$ cat src/rtl/nested_loop_counter.sv
// nested_loop_counter: produces the index tuple of NLEV nested loops
// (level 0 innermost). Each accepted beat yields one tuple. Start, step and
// bound for every level are captured when a sweep begins. The block adds
// valid/ready back-pressure, abort, a one-cycle done pulse and a beat counter.
module nested_loop_counter #(
  parameter int NLEV = 3,
  parameter int W    = 8,
  parameter int CW   = 24
) (
  input  logic              clk,
  input  logic              rst,
  input  logic              i_start,
  input  logic              i_abort,
  input  logic [NLEV*W-1:0] i_cfg_start,
  input  logic [NLEV*W-1:0] i_cfg_step,
  input  logic [NLEV*W-1:0] i_cfg_bound,
  input  logic              i_ready,
  output logic [NLEV*W-1:0] o_idx,
  output logic              o_valid,
  output logic              o_last,
  output logic              o_busy,
  output logic              o_done,
  output logic [CW-1:0]     o_iter_cnt
);

  // state  | meaning
  // IDLE   | waiting for start; idx/iter_cnt hold results of the last sweep
  // RUN    | presenting tuples, advancing on each valid & ready beat
  // DONE   | one-cycle done pulse after the final tuple was accepted
  typedef enum logic [1:0] {S_IDLE, S_RUN, S_DONE} state_t;

  state_t              r_state;
  state_t              w_state_nxt;
  logic [NLEV*W-1:0]   r_start;
  logic [NLEV*W-1:0]   r_step;
  logic [NLEV*W-1:0]   r_bound;
  logic [NLEV*W-1:0]   r_idx;
  logic [CW-1:0]       r_iter_cnt;

  logic [NLEV-1:0]     w_term;
  logic [NLEV*W-1:0]   w_idx_adv;
  logic                w_carry;
  logic [W:0]          w_sum;
  logic                w_all_term;
  logic                w_capture;
  logic                w_hs;
  logic                w_valid;
  logic                w_busy;
  logic                w_done;

  // Per-level terminal detection and ripple-carry advance of the tuple.
  // The sum is formed in W+1 bits so an overshooting step ends the level
  // instead of wrapping around.
  always_comb begin
    w_term    = '0;
    w_idx_adv = r_idx;
    w_carry   = 1'b1;
    w_sum     = '0;
    for (int l = 0; l < NLEV; l++) begin
      w_sum     = {1'b0, r_idx[l*W +: W]} + {1'b0, r_step[l*W +: W]};
      w_term[l] = (r_step[l*W +: W] == '0) || (w_sum > {1'b0, r_bound[l*W +: W]});
      if (w_carry) begin
        if (w_term[l]) begin
          w_idx_adv[l*W +: W] = r_start[l*W +: W];
        end else begin
          w_idx_adv[l*W +: W] = w_sum[W-1:0];
          w_carry             = 1'b0;
        end
      end
    end
  end

  assign w_all_term = &w_term;

  // State register.
  always_ff @(posedge clk or posedge rst) begin
    if (rst) r_state <= S_IDLE;
    else     r_state <= w_state_nxt;
  end

  // Next-state and status decode; abort beats start and handshake.
  always_comb begin
    w_state_nxt = r_state;
    w_capture   = 1'b0;
    w_hs        = 1'b0;
    w_valid     = 1'b0;
    w_busy      = 1'b0;
    w_done      = 1'b0;
    case (r_state)
      S_IDLE: begin
        if (i_start && !i_abort) begin
          w_capture   = 1'b1;
          w_state_nxt = S_RUN;
        end
      end
      S_RUN: begin
        w_valid = 1'b1;
        w_busy  = 1'b1;
        if (i_abort) begin
          w_state_nxt = S_IDLE;
        end else if (i_ready) begin
          w_hs = 1'b1;
          if (w_all_term) w_state_nxt = S_DONE;
        end
      end
      S_DONE: begin
        w_done      = 1'b1;
        w_state_nxt = S_IDLE;
      end
      default: w_state_nxt = S_IDLE;
    endcase
  end

  // Config capture, tuple advance and beat counting. The final tuple is
  // held (not reloaded) so it remains visible after the sweep ends.
  always_ff @(posedge clk or posedge rst) begin
    if (rst) begin
      r_start    <= '0;
      r_step     <= '0;
      r_bound    <= '0;
      r_idx      <= '0;
      r_iter_cnt <= '0;
    end else if (w_capture) begin
      r_start    <= i_cfg_start;
      r_step     <= i_cfg_step;
      r_bound    <= i_cfg_bound;
      r_idx      <= i_cfg_start;
      r_iter_cnt <= '0;
    end else if (w_hs) begin
      r_iter_cnt <= r_iter_cnt + CW'(1);
      if (!w_all_term) r_idx <= w_idx_adv;
    end
  end

  assign o_idx      = r_idx;
  assign o_valid    = w_valid;
  assign o_last     = w_valid & w_all_term;
  assign o_busy     = w_busy;
  assign o_done     = w_done;
  assign o_iter_cnt = r_iter_cnt;

endmodule

$ cat config.mk
export PLATFORM = sky130hd
export DESIGN_NAME = nested_loop_counter
export DESIGN_NICKNAME = d
export VERILOG_FILES = /design/src/rtl/nested_loop_counter.sv
export SDC_FILE = /design/constraint.sdc
export NUM_CORES = 1
export LEC_CHECK = 0
export ABC_AREA = 0
export CAP_MARGIN = 25
export CORE_UTILIZATION = 46
export CTS_CLUSTER_DIAMETER = 120
export DETAILED_ROUTE_END_ITERATION = 8
export PLACE_DENSITY = 0.79
export SLEW_MARGIN = 20
export SYNTH_ARGS = -nofsm -noshare
export SYNTH_HDL_FRONTEND = slang
export SYNTH_SLANG_ARGS = --single-unit
$ cat constraint.sdc
create_clock -name clk -period 4.8 [get_ports clk]
set_input_delay 0.96 -clock clk [delete_from_list [all_inputs] [get_ports clk]]
set_output_delay 0.96 -clock clk [all_outputs]
set_load 0.01 [all_outputs]
==> impl_metrics.env, run 1 <==
# yosys + openroad results
export IMPL_hold_path_class="flop to flop"
export IMPL_grt_start_max_net_pins=59
export IMPL_enable_flop_cells=0
export IMPL_grt_pass1_vias=5208
export IMPL_die_h_um=120.1
export IMPL_async_reset_ff_share_pct=100.0
export IMPL_logic_area_sq_mm=0.003378
export IMPL_ys_seq_share_pct=44.50
export IMPL_cts_sinks=114
export IMPL_comb_area_share_pct=39.43
export IMPL_numSequentialCells=114
export IMPL_fin_nets=951
export IMPL_syn_area_per_cell_sq_um=9.332
export IMPL_place_congestion=0.8812
export IMPL_largest_area_cell="dfrtp_1"
export IMPL_seq_cell_share_pct=33.30
export IMPL_reg2reg_from="r_step[16]"
export IMPL_flop_cell="dfrtp_1"
export IMPL_largest_class="logic gates"
export IMPL_p_leak_nw=3.958
export IMPL_tap_cell_count=176
export IMPL_crit_type="flop to primary output"
export IMPL_wire_per_inst_um=15.02
export IMPL_cts_tree="done"
export IMPL_period_needed_ns=4.583
export IMPL_seq_area_sq_mm=0.002853
export IMPL_ys_top_cells_by_area="dfrtp_1 44%, nand2_1 10%, ha_1 9.6%"
export IMPL_drc=0
export IMPL_cp_cell_sequence="ha_1 > fa_2 > a21o_1 > a221o_1 > nor2_2 > xnor2_1 > ha_1 > a211oi_2 > o211ai_1 > a31oi_1 > o21ai_2 > nand3_2 > nor2_1 > dlygate4sd2_1"
export IMPL_synthXorXnorAreaFrac_pct=4.235
export IMPL_met1_length_um=7246
export IMPL_worst_ep_arrival_time_ns=3.62
export IMPL_finalMaxSlewViolations=0
export IMPL_netlist_area_leader_share_pct=44.50
export IMPL_dp_cells=974
export IMPL_max_stage_delay_ns=0.40
export IMPL_dp_hpwl_um=10620
export IMPL_cpMostUsedCell="ha_1"
export IMPL_buffers=142
export IMPL_wl_met3_um=872
export IMPL_start_kind="flop"
export IMPL_grt_pass1_wl_um=24580
export IMPL_synth_distinct_cells=60
export IMPL_top_layer_used="met4"
export IMPL_synthAoiAreaFrac_pct=12.31
export IMPL_route_met2_wl_um=6916
export IMPL_synthToLayoutAreaGrowth_pct=33.63
export IMPL_setup_ws_ns=0.2173
export IMPL_fmax_mhz=218.2
export IMPL_ys_cells=687
export IMPL_path_max_fanout=3
export IMPL_crit_required_ns=3.84
export IMPL_final_util_pct=63.93
export IMPL_ir_worst_vdd_mv=0.4136
export IMPL_reg2reg_to="o_idx[22]"
export IMPL_layout_top_cells="172 x nand2_1, 127 x clkdlybuf4s50_1, 114 x dfrtp_1"
export IMPL_busiest_layer="met2"
export IMPL_status="complete, no violations"
export IMPL_io_pins=129
export IMPL_setup_violations=0
export IMPL_fin_crit_sh_pct=95.47
export IMPL_ys_ff=114
export IMPL_drt_iter0_drc=279
export IMPL_gr_total_overflow=0
export IMPL_yosysChipArea_sq_mm=0.006411
export IMPL_initial_core_util_pct=47.84
export IMPL_fp_nets=816
export IMPL_root_buffer="clkbuf_16"
export IMPL_buf_share_pct=16.31
export IMPL_final_hold_viol_count=0
export IMPL_antenna_cells=0
export IMPL_reg2regPathDepth=18
export IMPL_endpoint="o_last"
export IMPL_antenna_found_initial=0
export IMPL_die_area_sq_mm=0.01441
export IMPL_pre_cts_ws_ns=0.2144
export IMPL_fillers=1109
export IMPL_cap_violations=0
export IMPL_power_total_w=0.007033
export IMPL_timing_hold_ws_ns=0.4674
export IMPL_dpl_cell_area_sq_mm=0.007900
export IMPL_tns_ns=0
export IMPL_clock_path_buffers=2
export IMPL_lay_top_count="nand2_1"
export IMPL_top_cells_by_count="172 x nand2_1, 114 x dfrtp_1, 56 x o21ai_0"
export IMPL_core_area_sq_mm=0.01340
export IMPL_pwr_density_cell_mw_per_mm2=821.0
export IMPL_top_logic_kind="simple AND/OR/NAND/NOR gates"
export IMPL_via_per_inst=5.208
export IMPL_htreeDepth=4
export IMPL_dr_pass1_iters=4
export IMPL_synth_most_common_cell="nand2_1"
export IMPL_maxSlewHeadroom_pct=50.65
export IMPL_startpoint="o_idx[0]"
export IMPL_yosysWarnings=0
export IMPL_clkbuf_count=30
export IMPL_min_delay_worst_endpoint="r_start[7]"
export IMPL_synthCells=687
export IMPL_io_buffers=128
export IMPL_reg2reg_slack_ns=0.45
export IMPL_mux_share_pct=6.069
export IMPL_final_clk_cell_share_pct=6.908
export IMPL_design_area_sq_mm=0.008567
export IMPL_clk_transition_reported_paths_ns=0.05
export IMPL_drtAntennaViolNets=0
export IMPL_fin_skew_ns=0.008337
export IMPL_critical_path_slowest_cell="dfrtp_1"
export IMPL_comb_cells=514
export IMPL_simple_gate_share_pct=18.77
export IMPL_clk_latency_ns=0.41
export IMPL_synth_cell_area_sq_mm=0.006411
## run 1: critical path: cells and delay by family, from the launching register on
family,cells,cell delay [ns]
flops,1,0.40
buf+inv,1,0.28
xor+xnor,1,0.15
compound gates,6,1.22
fa+ha+maj,3,0.90
simple gates,3,0.27
## run 1: sequential cells by signal, indices dropped and copies added, names as in the netlist
register and flops:
o_idx 24, o_iter_cnt 24, r_bound 24, r_step 24, r_start 16, r_state 2
## run 1: power breakdown
group          leakage, nW  total (W)  internal (W)  switching, W
Combinational         2.22    0.00418       0.00202       0.00216
Sequential            1.45    0.00162       0.00133      0.000287
Clock                0.287    0.00124      0.000823      0.000418
Total                 3.96    0.00703       0.00417       0.00286
## run 1: timing repair
item	CTS	global route
resized	5	7
pin swaps	2	10
buffers inserted	1	4
endpoints found under the setup margin	1	1
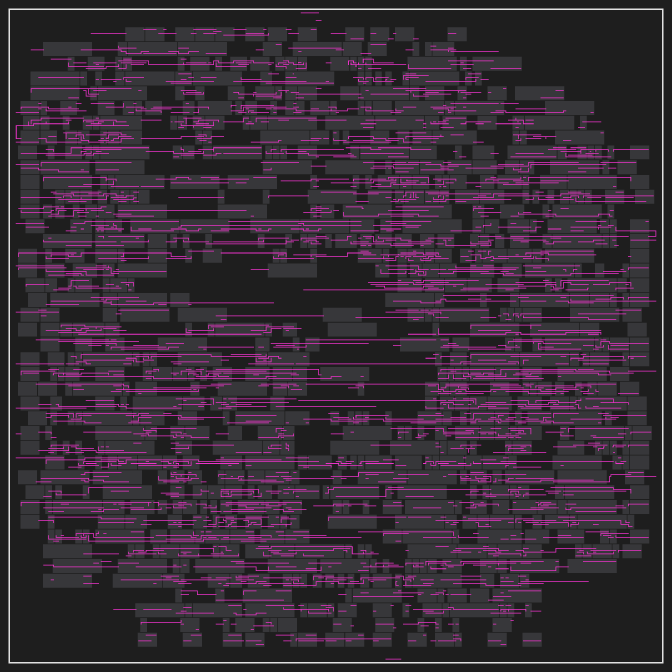
(run_1/layer_met1.png)
Cells faint in the background.
main direction: horizontal
wire length on this layer: 7250 um
share of all routed wire: 48%
met1 Usage GRT: 29.04%
Vias: 5265
Routed WL: 15180 um

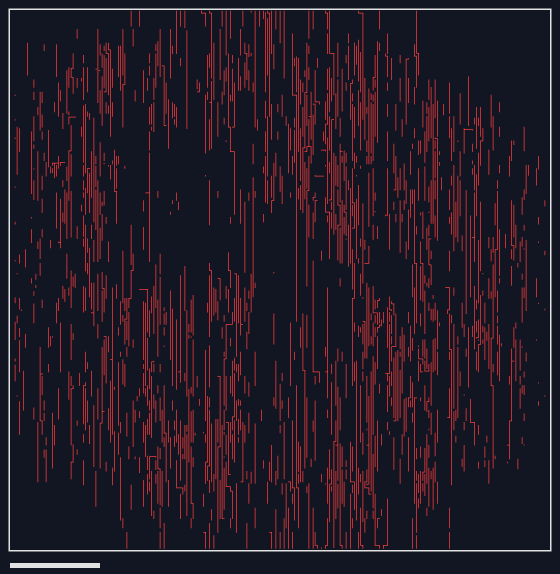
(run_1/layer_met2.png)
The bar under the picture is 20 um long.
wire length on this layer: 6920 um
nets with wire on the layer: 787
main direction: vertical
longest straight run: 50.3 um
share of all routed wire: 46%
grt met2 use: 34.38%

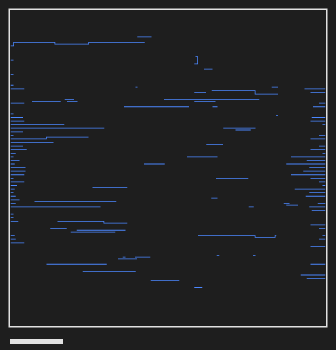
(run_1/layer_met3.png)
The bar under the picture is 20 um long.
nets with wire on the layer: 96
longest straight run: 35.9 um
main direction: horizontal
met3 usage: 5.418%

--- run 2 (diff from run 1) ---
--- a/config.mk
+++ b/config.mk
@@ -9,6 +9,7 @@
 export CAP_MARGIN = 25
 export CORE_UTILIZATION = 46
 export CTS_CLUSTER_DIAMETER = 120
+export CTS_CLUSTER_SIZE = 25
 export DETAILED_ROUTE_END_ITERATION = 8
 export PLACE_DENSITY = 0.79
 export SLEW_MARGIN = 20
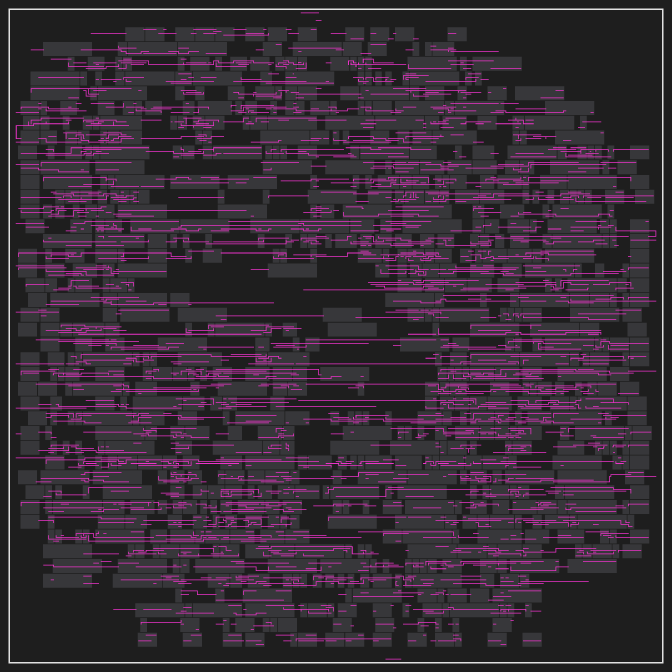
(run_2/layer_met1.png)
Cells faint in the background.
longest straight run: 33.6 um
main direction: horizontal
share of all routed wire: 48%
wire length on this layer: 7250 um
nets with wire on the layer: 854

==> impl_metrics.env, run 2 <==
# yosys + openroad results
export IMPL_ys_top_cells_by_area="dfrtp_1 44%, nand2_1 10%, ha_1 9.6%"
export IMPL_comb_area_share_pct=39.43
export IMPL_fp_nets=816
export IMPL_netlist_area_leader_share_pct=44.50
export IMPL_tap_cell_count=176
export IMPL_max_stage_delay_ns=0.40
export IMPL_cpMostUsedCell="ha_1"
export IMPL_reg2reg_to="o_idx[22]"
export IMPL_ys_ff=114
export IMPL_powerComb_w=0.00418
export IMPL_num_vias=5265
export IMPL_maxSlewHeadroom_pct=50.65
export IMPL_via_per_inst=5.208
export IMPL_logic_area_sq_mm=0.003378
export IMPL_root_buffer="clkbuf_16"
export IMPL_busiest_layer="met2"
export IMPL_setup_ws_ns=0.2173
export IMPL_syn_area_per_cell_sq_um=9.332
export IMPL_layout_top_cells="172 x nand2_1, 127 x clkdlybuf4s50_1, 114 x dfrtp_1"
export IMPL_pre_cts_ws_ns=0.2144
export IMPL_io_pins=129
export IMPL_cp_cell_sequence="ha_1 > fa_2 > a21o_1 > a221o_1 > nor2_2 > xnor2_1 > ha_1 > a211oi_2 > o211ai_1 > a31oi_1 > o21ai_2 > nand3_2 > nor2_1 > dlygate4sd2_1"
export IMPL_synth_most_common_cell="nand2_1"
export IMPL_core_area_sq_mm=0.01340
export IMPL_reg2reg_slack_ns=0.45
export IMPL_startpoint="o_idx[0]"
export IMPL_grt_start_max_net_pins=59
export IMPL_endpoint="o_last"
export IMPL_design_area_sq_mm=0.008567
export IMPL_met2_usage_pct=34.38
export IMPL_wire_per_inst_um=15.02
export IMPL_initial_core_util_pct=47.84
export IMPL_antenna_cells=0
export IMPL_synth_distinct_cells=60
export IMPL_cap_violations=0
export IMPL_cts_tree="done"
export IMPL_crit_required_ns=3.84
export IMPL_clock_path_buffers=2
export IMPL_dr_pass1_iters=4
export IMPL_finalMaxSlewViolations=0
export IMPL_fillers=1109
export IMPL_drc=0
export IMPL_die_area_sq_mm=0.01441
export IMPL_synthXorXnorAreaFrac_pct=4.235
export IMPL_combPwrFrac_pct=59.4
export IMPL_pwr_density_cell_mw_per_mm2=821.0
export IMPL_yosysWarnings=0
export IMPL_power_largest_group="combinational logic"
export IMPL_critical_path_slowest_cell="dfrtp_1"
export IMPL_worst_ep_arrival_time_ns=3.62
export IMPL_drt_iter0_drc=279
export IMPL_drtAntennaViolNets=0
export IMPL_comb_cells=514
export IMPL_reg2regPathDepth=18
export IMPL_grt_pass1_wl_um=24580
export IMPL_grt_pass1_vias=5208
export IMPL_async_reset_ff_share_pct=100.0
export IMPL_hold_path_class="flop to flop"
export IMPL_met1_length_um=7246
export IMPL_status="complete, no violations"
export IMPL_lay_top_count="nand2_1"
export IMPL_place_congestion=0.8812
export IMPL_yosysChipArea_sq_mm=0.006411
export IMPL_ir_worst_vdd_mv=0.4136
export IMPL_fin_crit_sh_pct=95.47
export IMPL_period_needed_ns=4.583
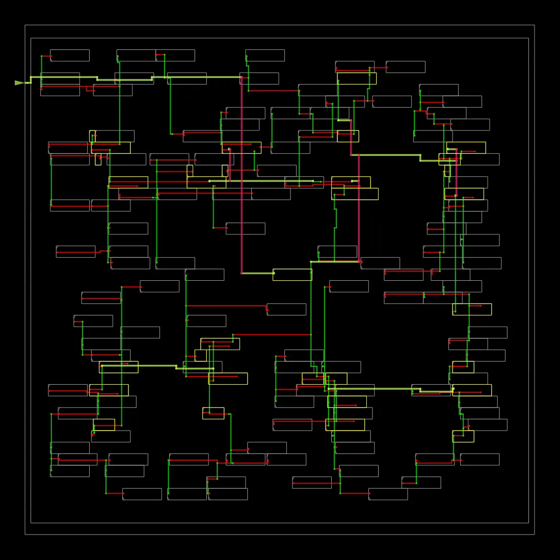
(run_2/clocks.png)
Seq cells: 114
Clock Skew: 0.008337 ns
Latency at later pin: 0.41 ns
Clk. pwr: 0.00124 W
# clk buffers: 30

run 2: worst max-delay path: cells and delay by family, from the launching register on:
family,cells,cell delay (ns)
adder cells (fa/ha/maj),3,0.90
AND-OR/OR-AND,6,1.22
buffers and inverters,1,0.28
flip-flops,1,0.40
XOR/XNOR,1,0.15
AND/OR/NAND/NOR,3,0.27
run 2: cells by family (layout without fill, tap and decap cells):
family                     Yosys count  in the layout
DFF                                114            114
xor gates and xnor gates            31             31
buffers and inverters               59            207
muxes                               37             37
AOI/OAI and AO/OA                  127            127
and+or+nand+nor                    267            267
adders and majority gates           52             52
run 2: repair_timing:
item	4_1_cts	5_1_grt
setup endpoints to repair	1	1
pin swaps	2	10
resized	5	7
setup buffers	1	4
==> run_2/layer_met2.png <==
The bar under the picture is 20 um long.
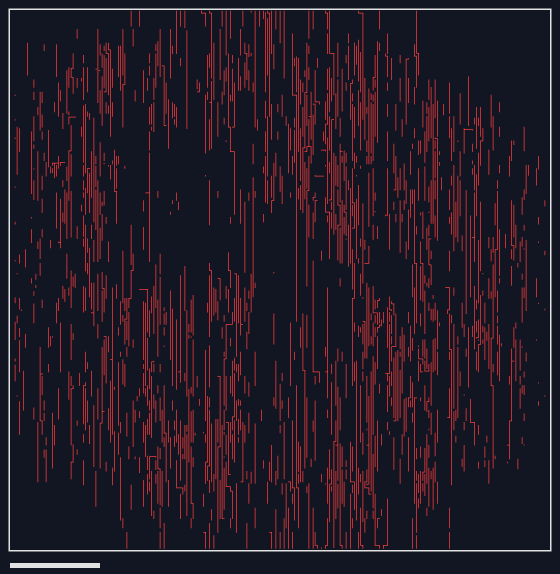

--- run 3 (diff from run 2) ---
==> constraint.sdc (replaced) <==
create_clock -name clk -period 4.8 [get_ports clk]
set_input_delay 1.2 -clock clk [delete_from_list [all_inputs] [get_ports clk]]
set_output_delay 1.2 -clock clk [all_outputs]
set_load 0.01 [all_outputs]
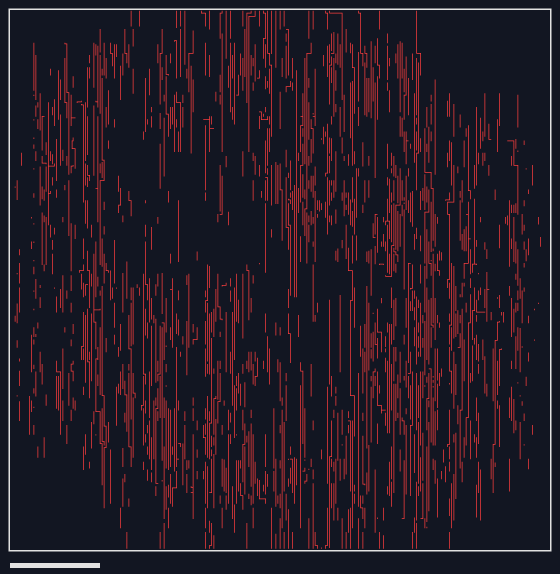
(run_3/layer_met2.png)
The bar under the picture is 20 um long.
Routed WL: 15520 um
grt met2 use: 34.84%
Vias: 5363

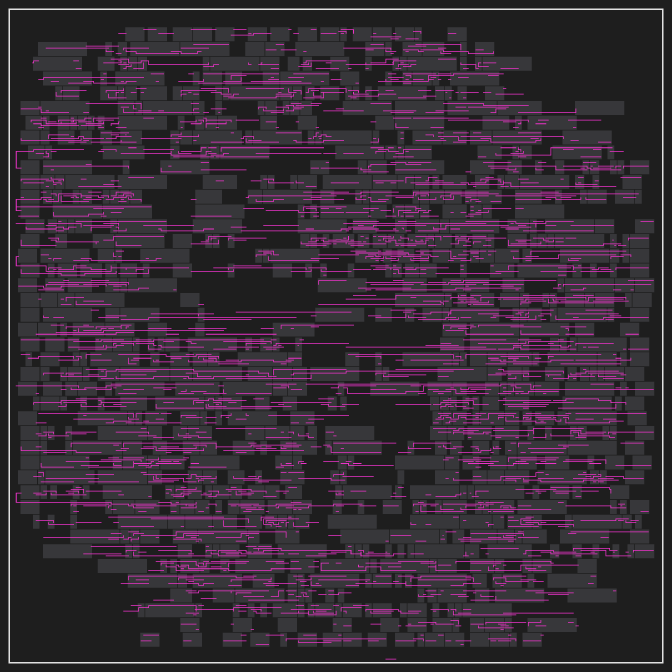
(run_3/layer_met1.png)
Cells faint in the background.
main direction: horizontal
longest straight run: 35.4 um
nets with wire on the layer: 833
share of all routed wire: 46%
wire length on this layer: 7200 um
met1 Usage GRT: 30.94%

==> impl_metrics.env, run 3 <==
# yosys + openroad results
export IMPL_status="finished, violations left"
export IMPL_violations="setup timing"
export IMPL_yosysChipArea_sq_mm=0.006411
export IMPL_layout_top_cells="172 x nand2_1, 127 x clkdlybuf4s50_1, 114 x dfrtp_1"
export IMPL_busiest_layer="met2"
export IMPL_cp_cell_sequence="ha_2 > fa_2 > a21o_1 > a21oi_2 > o21ba_4 > o21bai_1 > xor2_1 > ha_1 > a211oi_2 > o211ai_1 > o211ai_1 > o211ai_1 > nand3_2 > nor2_1 > clkbuf_2"
export IMPL_warnings=29
export IMPL_die_area_sq_mm=0.01441
export IMPL_power_switching_w=0.002969
export IMPL_tns_ns=-0.03283
export IMPL_syn_area_per_cell_sq_um=9.332
export IMPL_grt_pass1_vias=5221
export IMPL_final_clk_cell_share_pct=6.550
export IMPL_clk_transition_reported_paths_ns=0.05
export IMPL_top_logic_kind="simple AND/OR/NAND/NOR gates"
export IMPL_lay_top_count="nand2_1"
export IMPL_ys_top_cells_by_area="dfrtp_1 44%, nand2_1 10%, ha_1 9.6%"
export IMPL_synthToLayoutAreaGrowth_pct=34.07
export IMPL_cts_sinks=114
export IMPL_htreeDepth=4
export IMPL_critPathTopFamily="AND-OR/OR-AND gates"
export IMPL_netlist_area_leader_share_pct=44.50
export IMPL_synth_distinct_cells=60
export IMPL_drt_iter0_drc=279
export IMPL_drive_above_1_share_pct=11.18
export IMPL_comb_area_share_pct=39.37
export IMPL_critical_path_slowest_cell="dfrtp_1"
export IMPL_setup_ws_ns=-0.03283
export IMPL_largest_area_cell="dfrtp_1"
export IMPL_period_needed_ns=4.833
export IMPL_synthAoiAreaFrac_pct=12.31
export IMPL_synth_cell_area_sq_mm=0.006411
export IMPL_cts_tree="done"
export IMPL_root_buffer="clkbuf_16"
export IMPL_dr_pass1_iters=6
export IMPL_setup_violations=1
export IMPL_wl_met3_um=907
export IMPL_grt_pass1_wl_um=25600
export IMPL_via_per_inst=5.273
export IMPL_ys_ff=114
export IMPL_clock_path_buffers=2
export IMPL_power_frac_clock_pct=16.4
export IMPL_async_reset_ff_share_pct=100.0
export IMPL_path_buffers=1
export IMPL_sequentialPower_w=0.00161
export IMPL_clkbuf_count=27
export IMPL_fp_nets=816
export IMPL_grt_start_max_net_pins=105
export IMPL_finalMaxSlewViolations=0
export IMPL_power_largest_group="combinational logic"
export IMPL_enable_flop_cells=0
export IMPL_pwr_density_cell_mw_per_mm2=835.6
export IMPL_die_h_um=120.1
export IMPL_fillers=1112
export IMPL_yosysWarnings=0
export IMPL_comb_cells=514
export IMPL_fin_crit_sh_pct=100.7
export IMPL_drc=0
export IMPL_met1_length_um=7197
export IMPL_final_cells=1017
export IMPL_synth_most_common_cell="nand2_1"
export IMPL_pre_cts_ws_ns=-0.03447
export IMPL_place_congestion=0.8487
export IMPL_fin_skew_ns=0.009074
export IMPL_maxSlewHeadroom_pct=51.20
export IMPL_logic_area_sq_mm=0.003385
export IMPL_worst_ep_arrival_time_ns=3.63
export IMPL_cpMostUsedCell="o211ai_1"
export IMPL_cts_buffers=17
export IMPL_endpoint_kind="primary output"
export IMPL_p_clk_w=0.00118
export IMPL_dpl_cell_area_sq_mm=0.007915
export IMPL_drtAntennaViolNets=0
export IMPL_max_stage_delay_ns=0.38
export IMPL_crit_required_ns=3.60
export IMPL_antenna_cells=0
export IMPL_p_int_w=0.004214
export IMPL_cap_violations=0
export IMPL_grt_usage_pct=22.76
export IMPL_numSequentialCells=114
export IMPL_hold_path_class="flop to flop"
export IMPL_combPwrFrac_pct=61.1
export IMPL_initial_core_util_pct=47.84
export IMPL_core_area_sq_mm=0.01340
export IMPL_tap_cell_count=176
export IMPL_io_pins=129
export IMPL_ir_worst_vdd_mv=0.4380
export IMPL_buffers=149
export IMPL_design_area_sq_mm=0.008596
export IMPL_powerComb_w=0.00439
export IMPL_clk_latency_ns=0.42
export IMPL_synthXorXnorAreaFrac_pct=4.235
export IMPL_buf_share_pct=16.83
export IMPL_wire_per_inst_um=15.26
## run 3: worst paths after layout
path / start / to / slack (ns) / cells after the start
max in group asynchronous: rst / r_bound[13] / 2.74 / 3
hold reg to reg: r_start[7] / r_start[7] / 0.47 / 2
min in group asynchronous: rst / o_iter_cnt[0] / 1.27 / 2
setup reg to reg: r_step[16] / o_idx[22] / 0.32 / 18
hold / removal: r_start[7] / r_start[7] / 0.47 / 2
setup / recovery: r_step[16] / o_last / -0.03 / 15
## run 3: what timing repair did
item	in CTS	in global routing
cloned	0	0
hold buffers	0	0
pin swaps	10	10
gates resized	13	2
setup endpoints to repair	1	1
setup buffers	5	5
No activity file was given, so power comes from the tool's default toggle rates.
